File: src/rtl/bird_hit_manager.sv
// bird_hit_manager: per-bird alive/exploding/dead life cycle, timed respawn and saturating score
module bird_hit_manager #(
    parameter int NUM_OF_BIRDS    = 4,
    parameter int EXPLODE_FRAMES  = 16,
    parameter int RESPAWN_FRAMES  = 120,
    parameter int POINTS_PER_BIRD = 10,
    parameter int SCORE_MAX       = 9999
) (
    input  logic                    clk,
    input  logic                    resetN,
    input  logic                    startOfFrame,
    input  logic [NUM_OF_BIRDS-1:0] SingleHitPulse_birds,
    output logic [NUM_OF_BIRDS-1:0] birdsActive,
    output logic [NUM_OF_BIRDS-1:0] birdsExploding,
    output logic [NUM_OF_BIRDS-1:0] respawnPulse,
    output logic [13:0]             score,
    output logic                    waveCleared
);
    typedef enum logic [1:0] {ALIVE, EXPLODING, DEAD} bird_state_t;

    bird_state_t             state      [NUM_OF_BIRDS];
    bird_state_t             state_next [NUM_OF_BIRDS];
    logic [7:0]              cnt        [NUM_OF_BIRDS];
    logic [7:0]              cnt_next   [NUM_OF_BIRDS];
    logic [NUM_OF_BIRDS-1:0] prev, hit_edge, kill, respawn_next, alive_next, exploding_next;
    logic                    sof_prev, tick, wave_next;
    logic [3:0]              kills;
    logic [17:0]             sum;
    logic [13:0]             score_next;

    assign hit_edge = SingleHitPulse_birds & ~prev;
    assign tick     = startOfFrame & ~sof_prev;

    // Per-bird next state and frame counter; a bird already dying ignores hits, so a respawn beats a same-cycle hit
    always_comb begin
        kill           = '0;
        respawn_next   = '0;
        alive_next     = '0;
        exploding_next = '0;
        for (int i = 0; i < NUM_OF_BIRDS; i++) begin
            state_next[i] = state[i];
            cnt_next[i]   = cnt[i];
            case (state[i])
                ALIVE: if (hit_edge[i]) begin
                    state_next[i] = EXPLODING;
                    cnt_next[i]   = 8'(EXPLODE_FRAMES);
                    kill[i]       = 1'b1;
                end
                EXPLODING: if (tick) begin
                    if (cnt[i] == 8'd1) begin
                        state_next[i] = DEAD;
                        cnt_next[i]   = 8'(RESPAWN_FRAMES);
                    end else begin
                        cnt_next[i] = cnt[i] - 8'd1;
                    end
                end
                DEAD: if (tick) begin
                    if (cnt[i] == 8'd1) begin
                        state_next[i]   = ALIVE;
                        cnt_next[i]     = 8'd0;
                        respawn_next[i] = 1'b1;
                    end else begin
                        cnt_next[i] = cnt[i] - 8'd1;
                    end
                end
                default: state_next[i] = ALIVE;
            endcase
            alive_next[i]     = state_next[i] == ALIVE;
            exploding_next[i] = state_next[i] == EXPLODING;
        end
    end

    // Kill count, widened score sum with clamp, and wave-cleared detection
    always_comb begin
        kills = '0;
        for (int i = 0; i < NUM_OF_BIRDS; i++) kills = kills + 4'(kill[i]);
        sum        = 18'(score) + 18'(kills) * 18'(POINTS_PER_BIRD);
        score_next = (sum > 18'(SCORE_MAX)) ? 14'(SCORE_MAX) : sum[13:0];
        wave_next  = (|kill) && !(|alive_next);
    end

    // State, counters, edge history and all outputs are registered here
    always_ff @(posedge clk or negedge resetN) begin
        if (!resetN) begin
            for (int i = 0; i < NUM_OF_BIRDS; i++) begin
                state[i] <= ALIVE;
                cnt[i]   <= 8'd0;
            end
            prev           <= '0;
            sof_prev       <= 1'b0;
            birdsActive    <= '1;
            birdsExploding <= '0;
            respawnPulse   <= '0;
            score          <= '0;
            waveCleared    <= 1'b0;
        end else begin
            for (int i = 0; i < NUM_OF_BIRDS; i++) begin
                state[i] <= state_next[i];
                cnt[i]   <= cnt_next[i];
            end
            prev           <= SingleHitPulse_birds;
            sof_prev       <= startOfFrame;
            birdsActive    <= alive_next;
            birdsExploding <= exploding_next;
            respawnPulse   <= respawn_next;
            score          <= score_next;
            waveCleared    <= wave_next;
        end
    end
endmodule

File: config.mk
export PLATFORM = sky130hd
export DESIGN_NAME = bird_hit_manager
export DESIGN_NICKNAME = d
export VERILOG_FILES = /design/src/rtl/bird_hit_manager.sv
export SDC_FILE = /design/constraint.sdc
export NUM_CORES = 1
export LEC_CHECK = 0
export CELL_PAD_IN_SITES_DETAIL_PLACEMENT = 0
export CELL_PAD_IN_SITES_GLOBAL_PLACEMENT = 2
export CORE_ASPECT_RATIO = 0.9
export CORE_MARGIN = 2
export CORE_UTILIZATION = 40
export CTS_CLUSTER_SIZE = 12
export DETAILED_ROUTE_END_ITERATION = 7
export GPL_TIMING_DRIVEN = 1
export PLACE_DENSITY_LB_ADDON = 0.1
export SLEW_MARGIN = 20
export SYNTH_ARGS = -nofsm -noshare
export SYNTH_HDL_FRONTEND = slang
export SYNTH_SLANG_ARGS = --single-unit
export TNS_END_PERCENT = 100
File: constraint.sdc
create_clock -name clk -period 6.3 [get_ports clk]
set_input_delay 1.26 -clock clk [delete_from_list [all_inputs] [get_ports clk]]
set_output_delay 1.26 -clock clk [all_outputs]
set_load 0.1 [all_outputs]
==> Slide: Implementation Results, run 1 <==
Synthesis and Place & Route Summary

Route
  – Detailed-route via count: ~3400
  – # DRC: 0
  – 1st-iter DRT viols: about 130

Final timing
  – Final TNS setup: 0 ns
  – Least-Margin Pin Slew: around 0.98 ns
  – Min Tclk post-route: about 5.1 ns
  – Slew Limit Fails: 0
  – Setup repair after global routing missed its margin: false
  – Achievable clock frequency: approximately 0.2 GHz
  – Setup Skew: between 0.006 and 0.007 ns

Logic synthesis
  – # Cells Yosys: between 400 and 500
  – Dominant Register Cell: dfrtp_1
  – Cells after synthesis: 460
  – Unique masters post-synth: 60
  – Synth warn: 0
  – Synth top cells by count: dfrtp_1, nor2_1, nand2_1, o21ai_0, ha_1
  – Top-area cell type share of the netlist area: between 30 and 40%
  – Mapped Area: about 0.0043 mm²
  – Floorplan Nets: approximately 510
  – Asr flop ratio synth: 100.0%
  – Mux share: less than 1%
  – Top post-synthesis cells by area: dfrtp_1, ha_1, o21ai_0
  – Largest family of logic cells by area: simple AND/OR/NAND/NOR gates

Floorplan
  – Die extent in y: slightly above 100 µm
  – Die ar.: 0.01171 mm²
  – # IOs: 34

Clocking
  – Max Root-Sink Buffers: 2
  – Hold Buf Count CTS: 0
  – Clk_lat worst skew: about 0.34 ns

Worst hold path
  – HP Class: flip-flop to flip-flop
  – Worst Hold Launch: cnt[7]$_DFFE_PN0P_
  – Hold Crit Depth: 1
  – End of the worst hold path: cnt[7]$_DFFE_PN0P_

Cells and area
  – Top cells excl fill/tap: dfrtp_1, nor2_1, nand2_1, o21ai_0, ha_1
  – Area growth, synth to finish: 17.83%

Critical path
  – Startpoint types: input pin
  – FF-to-FF Start: state[6]$_DFF_PN0_
  – Reg-to-Reg End: score[0]$_DFFE_PN0N_
  – CP endpoint kind: flip-flop
  – CP max FO: 6
  – Worst endpoint required time: roughly 6.5 ns

Placed design
  – Post-DP Area: roughly 0.0048 mm²
  – PortBufs: 33
  – Placed insts: 614

Run
  – Max-Cap Viols: 0
  – Tool warnings: between 40 and 50

Global route
  – Total gr overflow: 0
  – First-pass GRT wire length: about 16000 µm

Status
  – Status: finished clean
==> run 1: area by class of cell <==
type                    instances  area (µm²)  share of cell area (%)
flip-flops and latches         72        1807                   35.31
clock buffers                  11       252.7                   4.939
inverters                      23       86.33                   1.687
well taps                     133       166.4                   3.252
clock inverters                 5       78.83                   1.540
multi-input cells             352        2391                   46.72
repair buffers                 34       335.3                   6.553
==> run 1: per-stage QoR <==
stage          utilization, %  hold WS (ns)  setup WS (ns)
2_1_floorplan               -        0.4456          1.712
3_3_place_gp            44.64        0.4725          1.004
3_5_place_dp            44.64        0.4731         0.8476
4_1_cts                 47.74        0.4831          1.196
5_1_grt                 47.74        0.5086         0.9442
6_report                47.74        0.4775          1.206
==> run 1: where the power goes <==
group          leakage [nW]  total [mW]  switching [mW]  internal (mW)
clock network         0.165       0.565           0.198          0.367
logic                  1.17        1.69            1.11          0.576
registers             0.923       0.783           0.154          0.629
==> run 1: per-layer routing <==
metal | routed length (µm) | track usage [%]
met3 | 342 | 4.056
met2 | 4226 | 26.90
met1 | 4866 | 23.46
met5 | 0 | 0
met4 | 108 | 5.910
==> run 1: worst max-delay path, cell delays in order <==
cell             delay [ns]
clkdlybuf4s50_1        0.51
nand3b_1               0.18
fa_1                   0.58
inv_1                  0.04
ha_1                   0.21
ha_1                   0.20
ha_1                   0.20
ha_1                   0.27
ha_1                   0.34
o21ai_0                0.12
o21ai_2                0.27
o21ai_0                0.18
xnor2_1                0.17
nor4_1                 0.60
o211ai_1               0.17
==> run 1: registers in the layout (all words and copies together) (netlist names) <==
signal / count
score: 14
sof_prev: 1
prev: 4
waveCleared: 1
birdsExploding: 4
respawnPulse: 4
birdsActive: 4
state: 8
cnt: 32
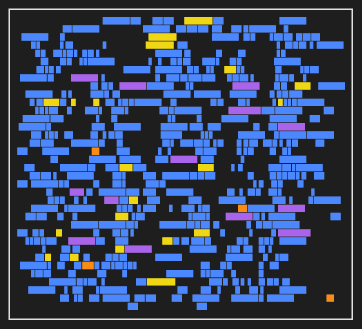
Figure 1: run 1, sizing map.
Scale: 3 px per µm.
- drive 2: yellow (cells 20; share 4.0%)
- drive 3 to 4: orange (cells 4; share 0.80%)
- drive 1 or less: blue (cells 460; share 93%)
- drive 6 and up: purple (cells 13; share 2.6%)

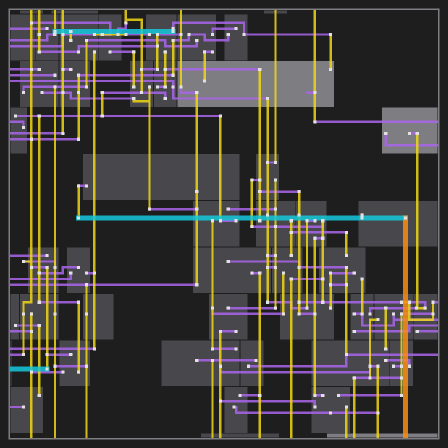
Figure 2: run 1, zoomed window.
Window x 16 to 41, y 65 to 90 µm. Cells in gray, sequential cells in the stronger gray; small squares are vias.
- met1: purple
- met2: yellow
- met4: orange
- met3: cyan
- sequential cells in the window: 1
- cells with their middle in the window: 37
- most frequent: nor2_1 (5), nand2_1 (4)
- netlist names of flops here include: cnt (1)

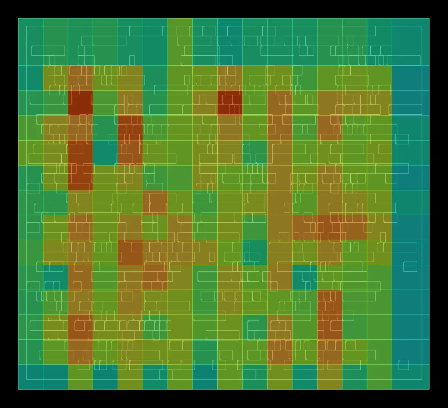
Figure 3: run 1, track usage over the die.
met3 Use GR: 4.056%
M1 GR Usage: 23.46%
Wirelength per Cell: 15.15 µm

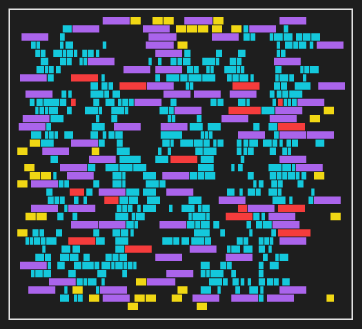
Figure 4: run 1, cell classes on the final placement.
Scale: 3 px per µm.
- flip-flops: purple (cells 72; share of their area 36%)
- clock drivers and dummy loads: red (cells 16; share of their area 6.7%)
- all other logic: cyan (cells 375; share of their area 50%)
- other buffers and delay cells: yellow (cells 34; share of their area 6.8%)

Figure 5. The metal 1 layer (run 1).
Scale: 4 px per µm.
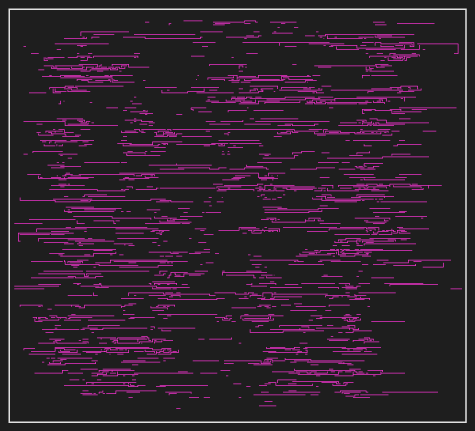

==> run 1 -> run 2 <==
CORE_UTILIZATION = 37   (was 40)
clock period = 5.1 ns   (was 6.3 ns; I/O delays follow)
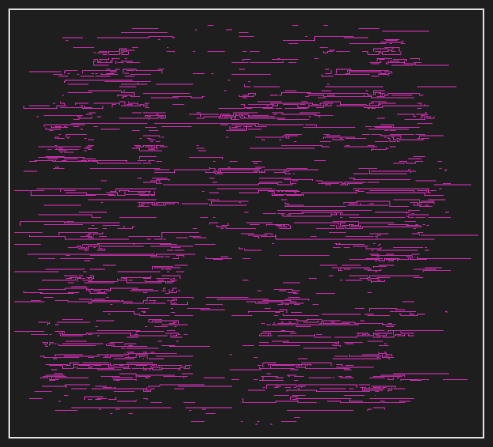
Figure 6: run 2, the metal 1 layer.
Scale: 4 px per µm.
- wire length on this layer: 4880 µm
- share of all routed wire: 51%
- nets with wire on the layer: 492
- main direction: horizontal
- longest straight run: 39.6 µm

==> run 2 against run 1 <==
Area after synthesis did not move. Core utilization fell by 2.5 points. Combinational power up 24%. Routed wire length increased by 0.37%. Sequential cell count did not move. Design area is 1.1% higher. Worst hold slack better by 0.0037 ns. Clock power is about 20% higher. Largest power group unchanged.
==> Slide: Implementation Results, run 2 <==
Synthesis and Place & Route Summary

Status
  – Status: finished clean

Final timing
  – Setup Skew: 0.006896 ns (+0.0004373 ns)
  – Setup repair after global routing missed its margin: false
  – Min Tclk post-route: between 4 and 5 ns
  – WHS: 0.4812 ns (+0.003732 ns)
  – Achievable clock frequency: 0.2114 GHz
  – Final TNS setup: 0 ns (unchanged)
  – Least-Margin Pin Slew: 0.9736 ns (-0.008875 ns)
  – Slew Limit Fails: 0 (unchanged)
  – Setup WS post-layout: 0.3698 ns (-0.8366 ns)

Floorplan
  – Die X: roughly 120 µm
  – Die extent in y: 106.8 µm (+3.8%)
  – Die ar.: 0.01262 mm² (+7.8%)
  – Row Count: 37
  – Core Util at FP: a little under two fifths
  – # IOs: 34 (unchanged)

Critical path
  – Crit path max-delay family: adder cells
  – Reg-to-Reg End: score[5]$_DFF_PN0_
  – FF-to-FF Start: state[6]$_DFF_PN0_
  – Worst endpoint required time: 5.34 ns (-1.15 ns)
  – CP bufs+invs: 2 (unchanged)
  – Critical path's most frequent cell: ha_1
  – Max incr delay on CP: 0.57 ns (-0.03 ns)
  – Critical Path Slowest Stage Cell: fa_1
  – Startpoint types: input pin
  – CP cell instances: clkdlybuf4s50_1 > nand3b_1 > fa_1 > inv_1 > ha_1 > ha_1 > ha_1 > ha_1 > ha_1 > o21ai_0 > o21a_1 > nor2_1 > a221o_1 > or2_1 > nor3_1
  – CP endpoint kind: flip-flop
  – CP max FO: 4 (-2)

Logic synthesis
  – Mux share: 0.7203% (unchanged)
  – Synth warn: 0 (unchanged)
  – Post-synth EDFFs: 0
  – Count leader, synth: dfrtp_1
  – Synth top cells by count: dfrtp_1, nor2_1, nand2_1, o21ai_0, ha_1
  – Post-synthesis sequential area ratio: 41.60%
  – Dominant Register Cell: dfrtp_1
  – Top-area cell type share of the netlist area: 39.18% (unchanged)
  – Aoi/oai-family share of the synthesized area: 18.61%
  – Asr flop ratio synth: 100.0% (unchanged)
  – Floorplan Nets: 505 (unchanged)
  – Mapped Area: 0.004343 mm² (unchanged)
  – FF+latch count, synth: around 72
  – Synthesized area per cell: 9.441 µm²
  – Cells after synthesis: 460 (unchanged)
  – # Cells Yosys: 460 (unchanged)
  – Unique masters post-synth: 60 (unchanged)
  – Largest family of logic cells by area: simple AND/OR/NAND/NOR gates
  – Top post-synthesis cells by area: dfrtp_1, ha_1, o21ai_0

Clocking
  – Post-CTS setup buffer count: 0
  – Clk_lat worst skew: 0.34 ns (about the same)
  – Max Root-Sink Buffers: 2 (unchanged)
  – Sink Count: just over 70

Cells and area
  – Most flop-heavy register: cnt
  – Largest registers: cnt: 32 flops, score: 14 flops, state: 8 flops
  – Top cells excl fill/tap: dfrtp_1, nor2_1, nand2_1, o21ai_0, ha_1
  – Number of flip-flops in the largest register: 32 (unchanged)
  – Area growth, synth to finish: 19.13%

Worst hold path
  – Hold Crit Depth: 1 (unchanged)
  – Worst Hold Launch: cnt[7]$_DFFE_PN0P_
  – End of the worst hold path: cnt[7]$_DFFE_PN0P_
  – HP Class: flip-flop to flip-flop

Placed design
  – Pre-CTS setup slack: 0.001807 ns (-0.8458 ns)
  – PortBufs: 33 (unchanged)
  – Placed insts: 641 (+4.4%)

Global route
  – M1 GR Usage: 22.29% (-1.2 points)
  – First-pass GRT wire length: 16270 µm (+3.9%)
  – M2 GR Usage: 25.10% (-1.8 points)
  – GRT Total Usage: approximately 16%
  – Busiest grt layer: met2
  – Met3 Use GR: 3.777% (-0.28 points)
  – Total gr overflow: 0 (unchanged)

Route
  – # DRC: 0 (unchanged)
  – Met3 wire len: 259 µm (-24%)
  – Routed met1 length: 4876 µm (+0.21%)
  – 1st-iter DRT viols: 164 (+31%)
  – Max Used Layer: met4
  – Detailed-route via count: 3398 (-0.21%)
  – Wirelength per Cell: 14.58 µm (-3.8%)
  – Met2 routed WL: 4302 µm (+1.8%)

Run
  – Max-Cap Viols: 0 (unchanged)
  – Tool warnings: 44 (unchanged)

Pwr
  – Power per cell area: about 720 mW/mm²
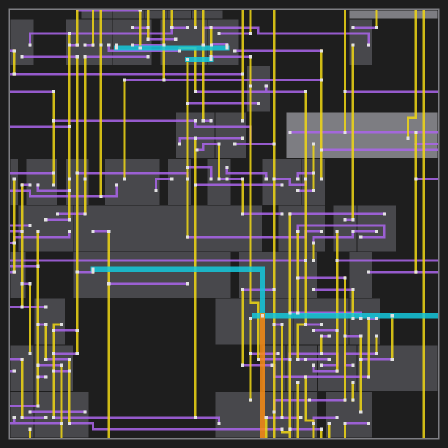
Figure 7: run 2, zoomed window.
Window x 17 to 42, y 68 to 93 µm. Cells in gray, sequential cells in the stronger gray; small squares are vias.
- met2: yellow
- met1: purple
- met3: cyan
- met4: orange
- cells with their middle in the window: 39
- most frequent: nand2_1 (4)
- netlist names of flops here include: cnt (1)
- sequential cells in the window: 1

run 2: netlist changes by cell type in the layout (fill, tap and decap cells not counted), sizes merged:
cell,previous run,this run
clkinvlp,0,2
buf,2,6
clkinv,3,1
run 2: per-stage QoR:
stage          util [%]  area, µm²
4_1_cts           45.19       5167
2_1_floorplan         -       4343
6_report          45.25       5174
3_3_place_gp      42.37       4845
5_1_grt           45.25       5174
3_5_place_dp      42.37       4845
run 2: how the worst max path moves through the flow:
stage	startpoint	end	depth (start not counted)
2_1_floorplan	SingleHitPulse_birds[0]	score[7]$_DFF_PN0_	14
3_3_place_gp	SingleHitPulse_birds[0]	score[5]$_DFF_PN0_	15
3_5_place_dp	SingleHitPulse_birds[0]	score[3]$_DFF_PN0_	15
4_1_cts	SingleHitPulse_birds[0]	score[0]$_DFFE_PN0N_	15
5_1_grt	SingleHitPulse_birds[0]	score[5]$_DFF_PN0_	15
6_report	SingleHitPulse_birds[0]	score[5]$_DFF_PN0_	15
run 2: repair_timing:
action,4_1_cts,5_1_grt
hold buffers,0,0
setup endpoints to repair,0,1
resized,0,1
run 2: final cells by class:
| class | instances | area (µm²) |
|---|---|---|
| multi-input combinational | 352 | 2397 |
| clock buffer | 11 | 242.7 |
| clock inverter | 5 | 80.08 |
| tap | 156 | 195.2 |
| fill | 1131 | 6261 |
| timing repair buffer | 38 | 365.4 |
| inverter | 23 | 86.33 |
| sequential | 72 | 1807 |
run 2: where the power goes:
| part | switching, mW | leakage, nW | internal, mW |
|---|---|---|---|
| Combinational | 1.38 | 1.19 | 0.716 |
| Sequential | 0.188 | 0.923 | 0.776 |
| Clock | 0.239 | 0.152 | 0.441 |
| Total | 1.81 | 2.26 | 1.93 |
Power figures rest on the tool's default switching activity, not on a simulated workload.
